### src/rtl/serial_sub_pkg.sv
// rtl/serial_sub_pkg.sv - shared types and constants for the bit-serial subtractor
//
// Purpose: FSM state encoding, default operand width and the bit-counter
//          width helper used by serial_subtractor.
// Ports:   none (package).
package serial_sub_pkg;

  localparam int DEFAULT_WIDTH = 8;

  typedef enum logic [1:0] {
    ST_IDLE  = 2'd0,
    ST_SHIFT = 2'd1,
    ST_DONE  = 2'd2
  } state_e;

  // Counter only has to reach width-1, so $clog2(width) bits suffice.
  function automatic int cnt_width(input int width);
    return (width > 1) ? $clog2(width) : 1;
  endfunction

endpackage

### src/rtl/full_subtractor.sv
// rtl/full_subtractor.sv - one-bit combinational full-subtractor cell
//
// Purpose: computes a - b - bin for single bits.
// Ports:   a    in  1  minuend bit
//          b    in  1  subtrahend bit
//          bin  in  1  borrow in
//          d    out 1  difference bit
//          bout out 1  borrow out
module full_subtractor (
  input  logic a,
  input  logic b,
  input  logic bin,
  output logic d,
  output logic bout
);

  assign d    = a ^ b ^ bin;
  assign bout = (~a & b) | (~(a ^ b) & bin);

endmodule

### src/rtl/serial_subtractor.sv
// rtl/serial_subtractor.sv - handshaked LSB-first bit-serial subtractor
//
// Purpose: computes (a - b) mod 2^WIDTH one bit per clock through a single
//          full_subtractor cell with a registered borrow. One operation in
//          flight; IDLE accepts, SHIFT runs WIDTH cycles, DONE holds result.
// Ports:   clk        in  1      rising-edge clock
//          rst_n      in  1      asynchronous active-low reset
//          in_valid   in  1      operands valid
//          in_ready   out 1      block can accept operands (IDLE only)
//          a          in  WIDTH  minuend
//          b          in  WIDTH  subtrahend
//          out_valid  out 1      result valid (DONE)
//          out_ready  in  1      consumer accepts result
//          difference out WIDTH  (a - b) mod 2^WIDTH
//          borrow     out 1      1 iff a < b (unsigned)
//          overflow   out 1      signed overflow, only with SERIAL_SUB_OVF_EN
// Config:  SERIAL_SUB_OVF_EN adds the overflow port and operand-MSB capture.
module serial_subtractor
  import serial_sub_pkg::*;
#(
  parameter int WIDTH = DEFAULT_WIDTH
) (
  input  logic             clk,
  input  logic             rst_n,
  input  logic             in_valid,
  output logic             in_ready,
  input  logic [WIDTH-1:0] a,
  input  logic [WIDTH-1:0] b,
  output logic             out_valid,
  input  logic             out_ready,
  output logic [WIDTH-1:0] difference,
  output logic             borrow
`ifdef SERIAL_SUB_OVF_EN
  ,
  output logic             overflow
`endif
);

  localparam int CNT_W = cnt_width(WIDTH);

  state_e           state_q, state_d;
  logic [WIDTH-1:0] a_sh_q, a_sh_d;
  logic [WIDTH-1:0] b_sh_q, b_sh_d;
  logic [WIDTH-1:0] diff_q, diff_d;
  logic             bin_q, bin_d;
  logic [CNT_W-1:0] cnt_q, cnt_d;
  logic             cell_d, cell_bout;

  full_subtractor u_cell (
    .a    (a_sh_q[0]),
    .b    (b_sh_q[0]),
    .bin  (bin_q),
    .d    (cell_d),
    .bout (cell_bout)
  );

  always_comb begin
    state_d = state_q;
    a_sh_d  = a_sh_q;
    b_sh_d  = b_sh_q;
    diff_d  = diff_q;
    bin_d   = bin_q;
    cnt_d   = cnt_q;
    case (state_q)
      ST_IDLE: begin
        if (in_valid) begin
          a_sh_d  = a;
          b_sh_d  = b;
          bin_d   = 1'b0;
          cnt_d   = '0;
          state_d = ST_SHIFT;
        end
      end
      ST_SHIFT: begin
        // Result fills from the MSB end so that after WIDTH shifts bit 0
        // lands in diff_q[0].
        diff_d = {cell_d, diff_q[WIDTH-1:1]};
        a_sh_d = {1'b0, a_sh_q[WIDTH-1:1]};
        b_sh_d = {1'b0, b_sh_q[WIDTH-1:1]};
        bin_d  = cell_bout;
        cnt_d  = cnt_q + CNT_W'(1);
        if (cnt_q == CNT_W'(WIDTH - 1)) begin
          state_d = ST_DONE;
        end
      end
      ST_DONE: begin
        if (out_ready) begin
          state_d = ST_IDLE;
        end
      end
      default: state_d = ST_IDLE;
    endcase
  end

  always_ff @(posedge clk or negedge rst_n) begin
    if (!rst_n) begin
      state_q <= ST_IDLE;
      a_sh_q  <= '0;
      b_sh_q  <= '0;
      diff_q  <= '0;
      bin_q   <= 1'b0;
      cnt_q   <= '0;
    end else begin
      state_q <= state_d;
      a_sh_q  <= a_sh_d;
      b_sh_q  <= b_sh_d;
      diff_q  <= diff_d;
      bin_q   <= bin_d;
      cnt_q   <= cnt_d;
    end
  end

  // Gated with rst_n so the block never advertises readiness while held in reset.
  assign in_ready   = rst_n & (state_q == ST_IDLE);
  assign out_valid  = (state_q == ST_DONE);
  assign difference = diff_q;
  // After the last bit the borrow register holds the final borrow-out.
  assign borrow     = bin_q;

`ifdef SERIAL_SUB_OVF_EN
  // Operand MSBs are shifted away during SHIFT, so keep copies for the flag.
  logic a_msb_q, a_msb_d;
  logic b_msb_q, b_msb_d;

  always_comb begin
    a_msb_d = a_msb_q;
    b_msb_d = b_msb_q;
    if (state_q == ST_IDLE && in_valid) begin
      a_msb_d = a[WIDTH-1];
      b_msb_d = b[WIDTH-1];
    end
  end

  always_ff @(posedge clk or negedge rst_n) begin
    if (!rst_n) begin
      a_msb_q <= 1'b0;
      b_msb_q <= 1'b0;
    end else begin
      a_msb_q <= a_msb_d;
      b_msb_q <= b_msb_d;
    end
  end

  assign overflow = (a_msb_q ^ b_msb_q) & (diff_q[WIDTH-1] ^ a_msb_q);
`endif

endmodule

### config.mk
export PLATFORM = sky130hd
export DESIGN_NAME = serial_subtractor
export DESIGN_NICKNAME = d
export VERILOG_FILES = /design/src/rtl/serial_sub_pkg.sv /design/src/rtl/full_subtractor.sv /design/src/rtl/serial_subtractor.sv
export SDC_FILE = /design/constraint.sdc
export NUM_CORES = 1
export LEC_CHECK = 0
export CORE_ASPECT_RATIO = 0.5
export CORE_MARGIN = 2
export CORE_UTILIZATION = 35
export DETAILED_ROUTE_END_ITERATION = 7
export REMOVE_ABC_BUFFERS = 1
export SYNTH_ARGS = -nofsm -noshare
export SYNTH_HDL_FRONTEND = slang
export SYNTH_SLANG_ARGS = --single-unit
export TNS_END_PERCENT = 1
### constraint.sdc
create_clock -name clk -period 2.05 [get_ports clk]
set_clock_uncertainty 0.15 [all_clocks]
set_input_delay 0.615 -clock clk [delete_from_list [all_inputs] [get_ports clk]]
set_output_delay 0.615 -clock clk [all_outputs]
set_load 0.03 [all_outputs]
Fig. 1: run 1, sizing map
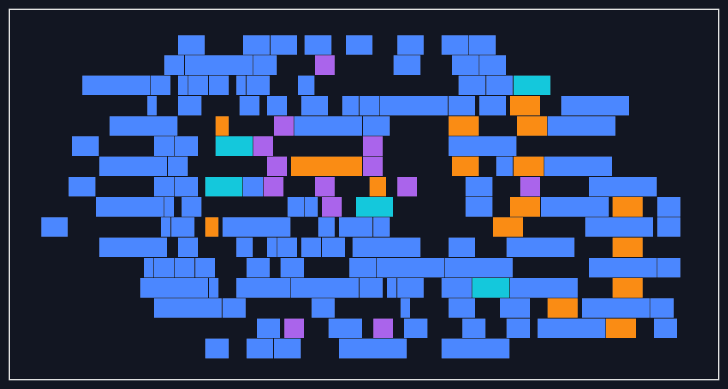
[drive 2] orange | cells: 16 | share: 10% | most used: o221a_2
[drive 1 or less] blue | cells: 120 | share: 78% | most used: dfrtp_1
[drive 6 and up] cyan | cells: 5 | share: 3.2% | most used: clkbuf_8
[drive 3 to 4] purple | cells: 13 | share: 8.4% | most used: buf_4
final critical-path setup slack: 0.111 ns
non-clock buffer instance count of the final layout: 41
Finished Cell Area: 0.00190 mm^2

Fig. 2: run 1, clock distribution
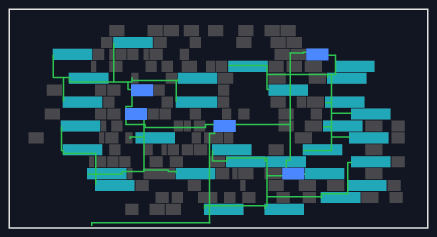
[clock wires] green | length: 405 um
[cells driving clock nets] blue | count: 5
[flip-flops] cyan | count: 30
routed clock nets: 6
power in the clock group: 439 uW
clock share of power: 0.158

Fig. 3: run 1, metal 3
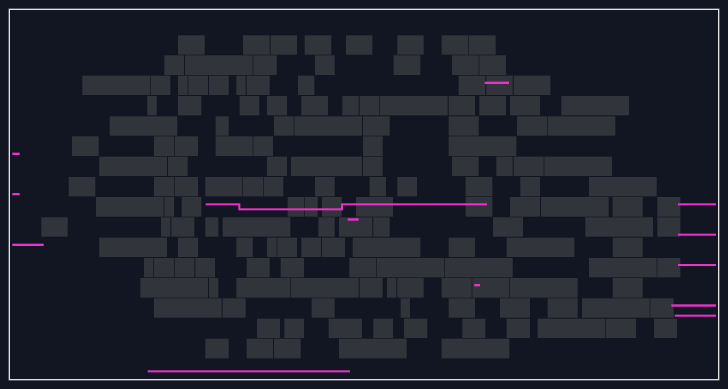
wire length on this layer: 101 um
share of all routed wire: 3.6%
main direction: horizontal
via total after detailed routing: 1025
met3 Usage GRT: 0.0459
DRT Wirelength: 2.82 mm

==> run notes, run 1 <==
Main metrics from the flow reports.

The synthesis run shows the most used standard cells to be sky130_fd_sc_hd__dfrtp_1, sky130_fd_sc_hd__inv_1, sky130_fd_sc_hd__nor3b_1. Registers represent a cell area share of 0.396. Setup repair after global routing left no endpoint under its margin. The launch point of the worst min-delay path is recorded as difference[0].

The first global-routing pass estimated 4.85 mm of wire. The ratio of routed vias to standard cells is 4.93. The fill cell total of the finished layout is 364. The average instance area after synthesis came out at 12.4 um^2. The number of cells on the worst reg-to-reg path is 4. For the final routed database, the setup TNS stands at 0 ns. The worst setup slack after placement came out at -0.139 ns. The number of buffers between clock root and the deepest sink came out at 2. The critical path crosses 3 cells after its start point. The post-CTS clock slew at the launch and capture registers of the worst setup and hold paths came out at 0.06 ns.

The sequential power share came out at 0.384. After global routing, the most crowded layer is met2. The fraction of area in multi-input gates came out at 0.314.

The area share of the leading cell type in the synthesized netlist is 0.516. The multi-input logic area is 597 um^2. Among cell families on the critical path, the largest total delay comes from buffers and inverters. The number of clock buffer instances in the layout came out at 5. After layout, the inverter instance count without clock inverters stands at 10. In this run the worst setup path terminates at in_ready. The worst endpoint data arrival time is 1.17 ns.

The flow ran to the end, and the final reports show no timing, DRC or antenna violations. Looking at the clock tree report, the root buffer type is sky130_fd_sc_hd__clkbuf_8. The number of warnings the tools reported came out at 25. The number of buffers added by the clock tree synthesis step came out at 5. The number of endpoints with negative hold slack in the final report is 0. After detailed placement, the design holds a cell count of 201. The multiplexer area fraction after synthesis is 0.0680.

The final cell count without fillers came out at 208. The slowest cell on the critical path is sky130_fd_sc_hd__dlygate4sd2_1. The antenna diode count came out at 0. The floorplan row count came out at 16. The per-cell routed wire length came out at 13.6 um.

The HPWL reported at the end of detailed placement came out at 2.04 mm. The prevailing post-synth register cell is sky130_fd_sc_hd__dfrtp_1. The worst setup path is launched from an input port. The die boundary height came out at 49.6 um. Listed in order, past its start point the critical path passes dlygate4sd2_1, and2_1, buf_4. For this block, wires on met1 add up to 1.44 mm.
Fig. 4: run 1, selected gate families
Scale bar: 20 um.
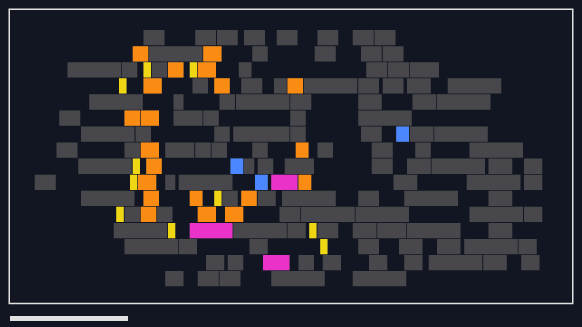

==> run 1 -> run 2 <==
--- a/config.mk
+++ b/config.mk
@@ -10,6 +10,7 @@
 export CORE_UTILIZATION = 35
 export DETAILED_ROUTE_END_ITERATION = 7
 export REMOVE_ABC_BUFFERS = 1
+export SKIP_LAST_GASP = 1
 export SYNTH_ARGS = -nofsm -noshare
 export SYNTH_HDL_FRONTEND = slang
 export SYNTH_SLANG_ARGS = --single-unit
Fig. 5: run 2, selected gate families
Scale bar: 20 um.
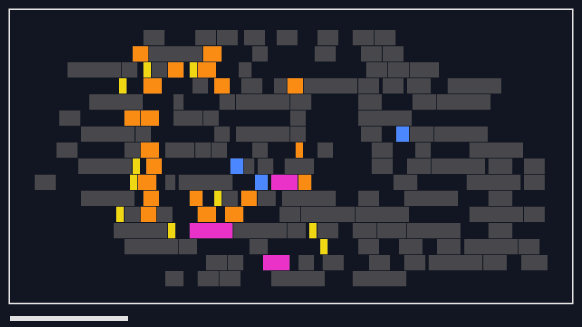
[adder and majority cells] magenta | cells: 3
[NAND gates] blue | cells: 3
[inverters] yellow | cells: 10
[NOR gates] orange | cells: 20
multi-input gate share of the layout cell area: 0.311
most common logic cell in the routed design: sky130_fd_sc_hd__dfrtp_1

Fig. 6: run 2, metal 3
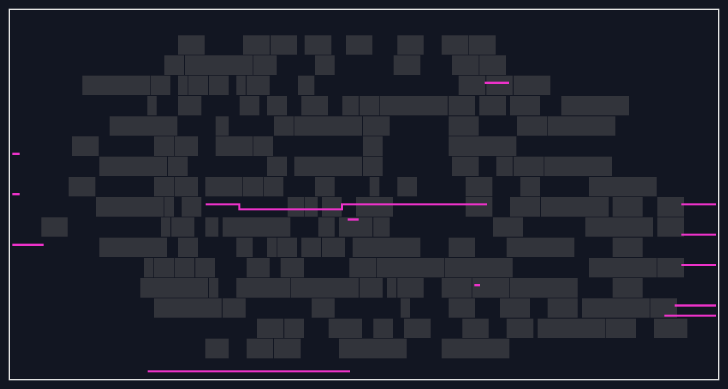
wire length on this layer: 100 um
main direction: horizontal
via total after detailed routing: 1022
DRT Wirelength: 2.82 mm

Fig. 7: run 2, sizing map
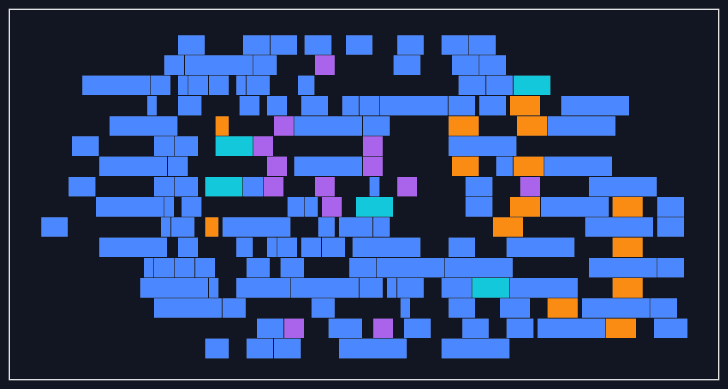
[drive 6 and up] cyan | cells: 5 | share: 3.2% | most used: clkbuf_8
[drive 3 to 4] purple | cells: 13 | share: 8.4% | most used: buf_4
[drive 2] orange | cells: 14 | share: 9.1% | most used: o221a_2
[drive 1 or less] blue | cells: 122 | share: 79% | most used: dfrtp_1
Finished Cell Area: 0.00191 mm^2
synthesis-to-finish area growth: 31.2%
final critical-path setup slack: -0.0457 ns

==> run 2 against run 1 <==
Effect of this change: the run now ends with negative setup slack left; highest routed layer unchanged; first-iteration DRC count is 13% higher; worst setup slack worse by 0.16 ns; clock power about the same; synthesized area did not move; worst hold slack better by 0.0050 ns; critical path depth decreased by 2; clock-buffer cell count did not move; largest cell class unchanged; total power up 2.1%; routed wire length fell by 0.14%.
==> run notes, run 2 <==
Main metrics from the flow reports.

The per-cell routed wire length came out at 13.5 um (-0.14%). The HPWL reported at the end of detailed placement is 2.04 mm (unchanged). By count the netlist is led by sky130_fd_sc_hd__dfrtp_1, sky130_fd_sc_hd__inv_1, sky130_fd_sc_hd__nor3b_1.

STA lists the startpoint of the worst hold path as difference[0]. The wire length of the first global-routing pass is 4.80 mm (-1.1%). The antenna diode count came out at 0 (unchanged).

The ratio of routed vias to standard cells is 4.91 (-0.29%). The register share of the cell area is 0.393 (-0.00273). The area share of the leading cell type in the synthesized netlist is 0.516 (unchanged). The number of clock buffer instances in the layout is 5 (unchanged). The root buffer cell is sky130_fd_sc_hd__clkbuf_8.

The cell count after placement is 201 (unchanged). The met3 track demand over resource came out at 0.0459 (unchanged). The run finished, with violations left. After global routing, the most crowded layer is met1. The average instance area after synthesis came out at 12.4 um^2 (unchanged). The worst setup slack after placement is -0.139 ns (unchanged). The floorplan row count is 16 (unchanged). Per STA, the endpoint of the critical path is borrow. The number of failing setup endpoints in the final timing report is 7. The depth of the critical timing path with buffers and inverters included is 1 (-2).

The fill cell total of the finished layout came out at 362 (-0.55%). The number of buffers between clock root and the deepest sink came out at 2 (unchanged). The multi-input logic area came out at 594 um^2 (-0.42%).

The critical path goes through clkdlybuf4s50_1. The final cell count without fillers came to 208 (unchanged). The type of element launching the critical path is a flip-flop. The final reports fail on negative setup slack. The post-layout worst setup margin is -0.0457 ns (-0.157 ns). The number of cells traversed by the worst register-to-register path came out at 4 (unchanged).

The post-route met1 wirelength is 1.44 mm (about the same). The number of buffers added by the clock tree synthesis step is 5 (unchanged).
Power figures rest on the tool's default switching activity, not on a simulated workload.
